==> config.mk <==
export PLATFORM = sky130hd
export DESIGN_NAME = readback_mux_snapshot
export DESIGN_NICKNAME = d
export VERILOG_FILES = /design/src/rtl/rpspmc_readback_pkg.sv /design/src/rtl/readback_addr_decode.sv /design/src/rtl/readback_mux_snapshot.sv
export SDC_FILE = /design/constraint.sdc
export NUM_CORES = 1
export LEC_CHECK = 0
export ABC_AREA = 1
export CORE_AREA = 2 2 246 248
export DETAILED_ROUTE_END_ITERATION = 10
export DIE_AREA = 0 0 248 250
export PLACE_DENSITY = 0.57
export SLEW_MARGIN = 10
export SYNTH_ARGS = -nofsm -noshare
export SYNTH_HDL_FRONTEND = slang
export SYNTH_SLANG_ARGS = --single-unit
==> constraint.sdc <==
create_clock -name aclk -period 4.9 [get_ports aclk]
set_input_delay 0.98 -clock aclk [delete_from_list [all_inputs] [get_ports aclk]]
set_output_delay 0.98 -clock aclk [all_outputs]
set_load 0.01 [all_outputs]
### Cell area per tile

Scale: 1 px per um. The die is cut into 25 by 25 equal tiles; black is low, pale yellow is high, 0 to 100% covered.
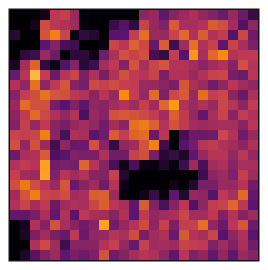
6.9% of the tiles are nearly empty. The mean over all tiles is 38%. The fullest tile reaches 85%. 1.0% of the tiles are over 75% full. The emptiest ninth of the die: top left.
fin util: 41.6%
core area: 59600 um2
Core Util at FP: 29.3%

### Clock network drawn from the DEF

Scale: 2 px per um.
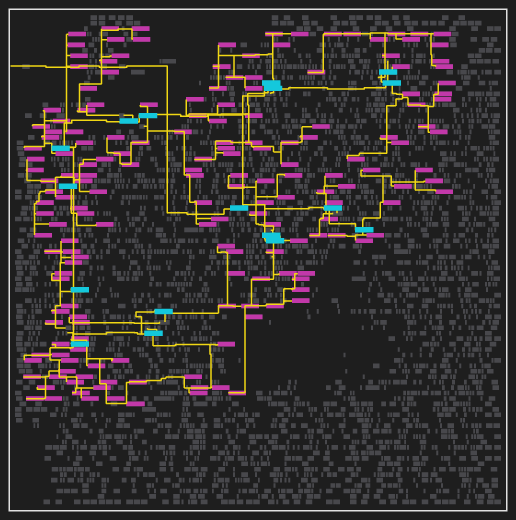
Key: cells driving clock nets = cyan [count 17]; clock wires = yellow [length 2900 um]; flip-flops = magenta [count 180]
There are 18 routed clock nets. Position of the flops: all over the die.
Clock Power Share: 27.3%
Clock Latency Late Sink: 490 ps
Worst Skew: 36.0 ps
clock network power: 1390 uW

### Layout detail

Region (112, 112) to (137, 137) um. Cells in gray, sequential cells in the stronger gray; small squares are vias.
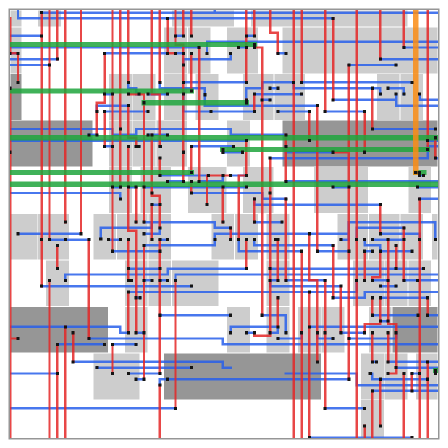
Key: met2 = red; met1 = blue; met3 = green; met4 = orange
Sequential cells in the window: 4. 57 logic cells have their middle in the window. Most frequent: nand2_1 (15), nor2_1 (11), inv_1 (10).

==> impl_metrics.ini <==
; flow metrics
[routing]
drtIter0Drc = 2069
vias_per_cell = 5.13
avgRoutedWirePerCell_um = 24.0
drc = 0
dr.pass1.iters = 6
num_vias = 22200
detail-route-antenna-nets = 0

[timing]
slew_headroom_pct = 43.8
worstMarginPinSlew_ps = 843
hold_viol_final = 0
drv_slew = 0
tns_ps = 0
setup_viol = 0
max_freq_mhz = 264
period_used_pct = 77.3
min_period_ps = 3790
rsz0062_at_grt = no

[power_and_ir_drop]
powerDensity_nw_per_um2 = 206
leakage_uw = 0.0115
p_seq_share_pct = 35.1
combPwrFrac_pct = 37.7
internal-power_uw = 3130
vdd_drop_max_mv = 0.198
switching_share_pct = 38.7
totalPowerFinal_uw = 5110

[final_layout]
drive_above_1_share_pct = 4.81
areaGrowthSynthToFinish_pct = 42.4
layout_top_cell = nand2_1
nNetsFinal = 4052
final_cell_mix = 1097 x nand2_1, 626 x clkdlybuf4s50_1, 507 x nor2_1, 190 x inv_1, 189 x nand3_1

[worst_setup_path]
critPathKind = flip-flop to flip-flop
critPathBufInv = 3
r2r_cells = 13
critPathCaptureType = flip-flop
path_depth = 13
crit_path_frequent_cell = nand2_1
worstPathArrival_ps = 4150
cp-start-kind = flip-flop
worstPathRequired_ps = 5260
cpPeakStageDelay_ps = 600
path_cells = buf_4 > nand2_1 > nor2_4 > buf_12 > nor2_1 > a21oi_1 > nor2_1 > nand3_2 > nand2_1 > inv_1 > nand2_1 > nand2_1 > nand2_1
r2r_slack_ps = 1110
crit_slowest_cell = buf_4

[logic_synthesis]
yosysWarnings = 0
flop_cell = dfrtp_1
synth_area_um2 = 17400
fp_nets = 3565
topCellsByArea = dfrtp_1 26%, nand2_1 24%, nor2_1 11%
synth.avg_cell_area_um2 = 5.78
yosysSeqAreaShare_pct = 25.9
synth.top_cell.area_share_pct = 25.9
ys_chip_area_um2 = 17400
synthArstFlopShare_pct = 100
top_area_cell = dfrtp_1
synth_flops = 180
synth_cell_types = 46
syn_inst = 3014

[run]
drv_cap = 0
openroad.warnings = 27

[clocking]
cts_tree = done
cts_setup_buffers = 0
cts_sinks = 180
cts_max_level = 4
clockBufferDepth = 2
postCtsHoldBufs = 0
cts_made_buffers = 17

[die]
dieWidth_um = 248
io_pins = 628
row_count = 90
chip_area_um2 = 62000
die_h_um = 250

[grt]
grt_overflow = 0
grt_pass1_wl_um = 147000
grt_max_degree = 77
track_usage_pct = 32.7
grt_pass1_vias = 21300

[placement]
gp_congestion = 1.01
port_buffers = 627

[min_path]
hold_class = flip-flop to flip-flop
min_path_cells = 1

[outcome]
status = completed
==> per-layer routing <==
layer	wire length (um)	GRT usage [%]	vias up
li1	-	-	10600
met1	42500	41.6	10400
met2	47900	52.4	1040
met3	8490	6.42	171
met4	4730	16.5	6
met5	44	0	-
==> area by class of cell <==
type                       instances  area, um2
timing repair buffer             658       6590
antenna                           28       70.1
fill                            6629      34800
sequential                       180       4510
clock inverter                    14        136
multi-input combinational       2427      11300
clock buffer                      18        429
inverter                         217        822
tap                              782        978
==> power groups by stage <==
stage	Clock [uW]	Sequential, uW	Combinational (uW)
final	1390	1790	1930
after global routing	1470	1810	2080
after CTS	1430	1790	1920
after detailed placement	0	1810	1900
after global placement	0	1820	1900
after floorplan	0	1750	833
==> kinds of logic (layout without fill, tap and decap cells) <==
group	Yosys count	in the layout	share of synthesized area [%]
buf+inv	407	907	9.69
simple gates	2026	2026	49.3
fa+ha+maj	5	5	0.359
compound gates	293	293	9.66
flops	180	180	25.9
xor+xnor	103	103	5.18
other cells	0	28	0
==> synthesized netlist by cell type, drive strengths merged (2+ instances only) <==
cell    instances
inv           214
nor3           41
nand2        1118
a211oi          2
nand4          87
nand3         223
buf            53
a21o            2
nor2          524
clkbuf        137
a31oi           2
ha              5
xor2           62
dfrtp         180
o21ai         124
a21oi          83
clkinv          3
nor4           19
xnor2          41
or2             4
o211ai         72
nor3b           4
o21a            5
nand3b          3
==> per-stage QoR <==
| stage | hold WS [ps] | util (%) | std cells | instance area, um2 | setup WS (ps) |
|---|---|---|---|---|---|
| final | 477 | 41.6 | 4324 | 24800 | 1110 |
| after global routing | 508 | 41.6 | 4322 | 24800 | 974 |
| after CTS | 479 | 41.5 | 4296 | 24700 | 1400 |
| after detailed placement | 465 | 40.6 | 4264 | 24200 | 1430 |
| after global placement | 465 | 40.6 | 4264 | 24200 | 1450 |
| after floorplan | 453 | - | 3014 | 17400 | 2330 |
Power figures rest on the tool's default switching activity, not on a simulated workload.
